### Wiring heat map

(4 px per um) The die is cut into 18 by 18 equal tiles; white is low, dark blue is high, scaled to the fullest tile. Values are wire area over tile area, all layers added.
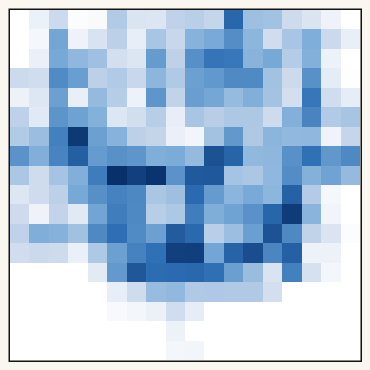
### Routing congestion map

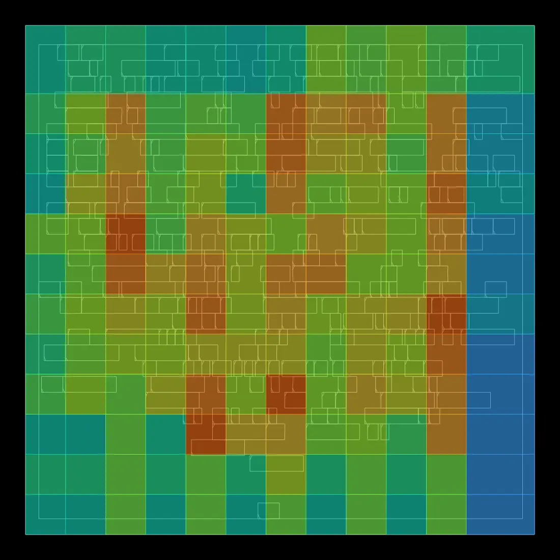
### Selected gate families

(4 px per um)
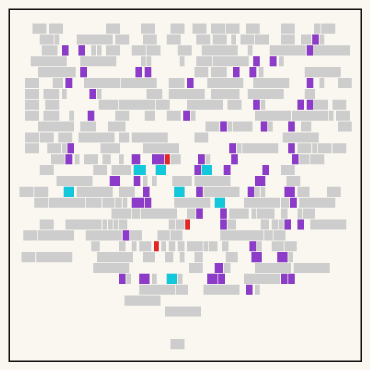
`src/rtl/text_buf_ctrl_pkg.sv`:
```
// Shared types and defaults for the text buffer write controller.
// Holds the FSM encoding, default geometry and the blank fill code.
package text_buf_ctrl_pkg;

    typedef enum logic [1:0] {
        IDLE  = 2'd0,
        WRITE = 2'd1,
        CLEAR = 2'd2,
        DONE  = 2'd3
    } state_t;

    localparam int DEF_COLS   = 80;
    localparam int DEF_ROWS   = 60;
    localparam int DEF_ADDR_W = 13;

    localparam logic [7:0] BLANK = 8'h20;

endpackage

```
`src/rtl/text_buf_ctrl.sv`:
```
// Arbitrates terminal cell writes and full-screen clear sweeps onto the
// text buffer write port.
// Ports:
//   clk, rst_n                       clock, async active-low reset
//   req_wr, req_addr, req_data       terminal write request (held until ack)
//   req_ack                          one-cycle pulse, request consumed
//   clr_start, clr_char              clear pulse and fill code
//   clr_busy, clr_done               sweep owns buffer / sweep finished pulse
//   buf_addr, buf_data, buf_wr_en    registered buffer write port
module text_buf_ctrl
    import text_buf_ctrl_pkg::*;
#(
    parameter int COLS   = DEF_COLS,
    parameter int ROWS   = DEF_ROWS,
    parameter int ADDR_W = DEF_ADDR_W
) (
    input  logic              clk,
    input  logic              rst_n,
    input  logic              req_wr,
    input  logic [ADDR_W-1:0] req_addr,
    input  logic [7:0]        req_data,
    output logic              req_ack,
    input  logic              clr_start,
    input  logic [7:0]        clr_char,
    output logic              clr_busy,
    output logic              clr_done,
    output logic [ADDR_W-1:0] buf_addr,
    output logic [7:0]        buf_data,
    output logic              buf_wr_en
);

    localparam int CELLS = COLS * ROWS;
    localparam logic [ADDR_W-1:0] LAST  = ADDR_W'(CELLS - 1);
    localparam logic [ADDR_W:0]   LIMIT = (ADDR_W + 1)'(CELLS);

    state_t            state, state_d;
    logic [ADDR_W-1:0] cnt, cnt_d;
    logic [7:0]        fill, fill_d;
    logic [ADDR_W-1:0] addr_d;
    logic [7:0]        data_d;
    logic              wr_d, ack_d, busy_d, done_d;
    logic              in_range;

    assign in_range = ({1'b0, req_addr} < LIMIT);

    // Outputs are registered: each is computed for the state being entered,
    // so they line up with that state's cycle.
    always_comb begin
        state_d = state;
        cnt_d   = cnt;
        fill_d  = fill;
        addr_d  = buf_addr;
        data_d  = buf_data;
        wr_d    = 1'b0;
        ack_d   = 1'b0;
        busy_d  = 1'b0;
        done_d  = 1'b0;
        unique case (state)
            IDLE: begin
                if (clr_start) begin
                    state_d = CLEAR;
                    fill_d  = clr_char;
                    cnt_d   = '0;
                    addr_d  = '0;
                    data_d  = clr_char;
                    wr_d    = 1'b1;
                    busy_d  = 1'b1;
                end else if (req_wr) begin
                    state_d = WRITE;
                    addr_d  = req_addr;
                    data_d  = req_data;
                    ack_d   = 1'b1;
                    // Off-screen requests are acked but dropped.
                    wr_d    = in_range;
                end
            end
            WRITE: begin
                state_d = IDLE;
            end
            CLEAR: begin
                busy_d = 1'b1;
                if (cnt == LAST) begin
                    state_d = DONE;
                    done_d  = 1'b1;
                end else begin
                    cnt_d  = cnt + 1'b1;
                    addr_d = cnt + 1'b1;
                    data_d = fill;
                    wr_d   = 1'b1;
                end
            end
            DONE: begin
                state_d = IDLE;
            end
            default: begin
                state_d = IDLE;
            end
        endcase
    end

    always_ff @(posedge clk or negedge rst_n) begin
        if (!rst_n) begin
            state     <= IDLE;
            cnt       <= '0;
            fill      <= BLANK;
            buf_addr  <= '0;
            buf_data  <= '0;
            buf_wr_en <= 1'b0;
            req_ack   <= 1'b0;
            clr_busy  <= 1'b0;
            clr_done  <= 1'b0;
        end else begin
            state     <= state_d;
            cnt       <= cnt_d;
            fill      <= fill_d;
            buf_addr  <= addr_d;
            buf_data  <= data_d;
            buf_wr_en <= wr_d;
            req_ack   <= ack_d;
            clr_busy  <= busy_d;
            clr_done  <= done_d;
        end
    end

endmodule

```
`config.mk`:
```
export PLATFORM = sky130hd
export DESIGN_NAME = text_buf_ctrl
export DESIGN_NICKNAME = d
export VERILOG_FILES = /design/src/rtl/text_buf_ctrl_pkg.sv /design/src/rtl/text_buf_ctrl.sv
export SDC_FILE = /design/constraint.sdc
export NUM_CORES = 1
export LEC_CHECK = 0
export CAP_MARGIN = 20
export CORE_MARGIN = 2
export CORE_UTILIZATION = 34
export DETAILED_ROUTE_END_ITERATION = 12
export PLACE_DENSITY = 0.58
export SYNTH_ARGS = -nofsm -noshare
export SYNTH_HDL_FRONTEND = slang
export SYNTH_SLANG_ARGS = --single-unit
```
`constraint.sdc`:
```
create_clock -name clk -period 3.95 [get_ports clk]
set_input_delay 1.185 -clock clk [delete_from_list [all_inputs] [get_ports clk]]
set_output_delay 1.185 -clock clk [all_outputs]
set_load 0.03 [all_outputs]
```
==> notes.md <==
The full implementation flow was run.

Measured on the final layout, the clock distribution area share stands at 4.008%. The chip area estimate from yosys synthesis stands at 2377 um^2. After synthesis, the netlist uses roughly 45 different library cells. The weighted congestion reported at the end of routability-driven placement stands at ~0.8. The worst pin sits at a relative slew slack of 57.08%. TritonCTS built the clock tree. The number of routed nets with antenna violations stands at 0.

The aggregate negative setup slack stands at 0 ps. The worst slack after detailed placement stands at between 900 and 1000 ps. The inverter count of the layout excluding clock inverters stands at 3. The worst setup path is of the input port to flip-flop kind. The count of instantiated cells in the yosys netlist stands at 245.

Dividing the synthesized area by the synthesized cell count gives 9.703 um^2. Relative to the synthesized area, the layout overhead comes to 32.63%. The leakage power stands at 0.001287 uW.

The final worst hold slack stands at 481.2 ps. The maximum single-stage delay on the critical path stands at 610 ps. The area occupied by multi-input gates stands at 1085 um^2. Sorting the synthesized cells by area gives the leading types as dfrtp_1 (49%), o21ai_0 (6.3%), nand2_1 (4.6%), a21oi_1 (4.4%), mux2_2 (3.8%).

The routed design uses 2.589 mm of met2 wire. The global routing stage identified its most utilized layer as met2. The flow ran to the end, and the final reports show no timing, DRC or antenna violations. Looking at the cell usage after synthesis, the top flip-flop cell is dfrtp_1. The worst hold path was traced through 2 stages.

Grouping stages by cell kind, the critical path spends the most delay in buffers and inverters. The script parses the final routing iteration and logs DRC violations as 0. Detailed-route iteration 0 reported a violation count of 94. When the netlist entered floorplanning its net count stood at ~280. Post-route period utilization is reported as 66.22%. The final worst slack stands at 1334 ps. The setup violation total in the final timing report stands at 0. The sequential cell count stands at 48.

The initial core utilization stands at 34.99%. Per the final timing report, the hold violations number 0. Per STA, the startpoint of the critical path is clr_start. The H-tree was split into 2 levels.

The area of all placed cells without fillers stands at 3153 um^2. In the final design, more cell area goes to registers than to any other class. After floorplanning, the core was sized to cover 6794 um^2.
About 'Wiring heat map':
mean over tiles	0.12
fullest tile	0.35
tiles over half the peak	28%
emptiest ninth of the die	bottom left
densest ninth of the die	middle
nearly empty tiles	21%
vias after detailed routing: 1948
wire per inst: 14.35 um

About 'Routing congestion map':
GRT met2 Usage: 23.69%
GRT Resource Usage Total: 15.47%

About 'Selected gate families':
color	family	cells	most used
red	inv cells	3	inv_1
purple	aoi and oai cells	62	o21ai_0
cyan	non-inverting ao/oa cells	7	a21o_1
dominant logic cell type in the layout: clkdlybuf4s50_1
multi-input combinational area share: 34.40%
final non-filler cell total: 394

registers in the layout (all words and copies together), names as in the netlist:
name and cells:
buf_data 8, fill 8, clr_busy 1, req_ack 1, buf_addr 13, buf_wr_en 1
state 2, clr_done 1, cnt 13
logic make-up after synthesis:
logic type / share of synthesized area (%)
xor gates and xnor gates: 3.316
DFF: 50.58
and+or+nand+nor: 17.58
buffers and inverters: 3.894
muxes: 7.632
AOI/OAI and AO/OA: 16.47
adders and majority gates: 0.5262
where the power goes:
part           leakage, uW  total (uW)  internal [uW]  switching [uW]
combinational     0.000622         517            246             271
clock            0.0000645         387            224             164
sequential        0.000601         724            614             111
tightest hold or removal path: cells and delay by family (launching register included):
kind / cells / cell delay [ps]
AOI/OAI and AO/OA: 1 / 60
DFF: 1 / 350
and+or+nand+nor: 1 / 40
No activity file was given, so power comes from the tool's default toggle rates.
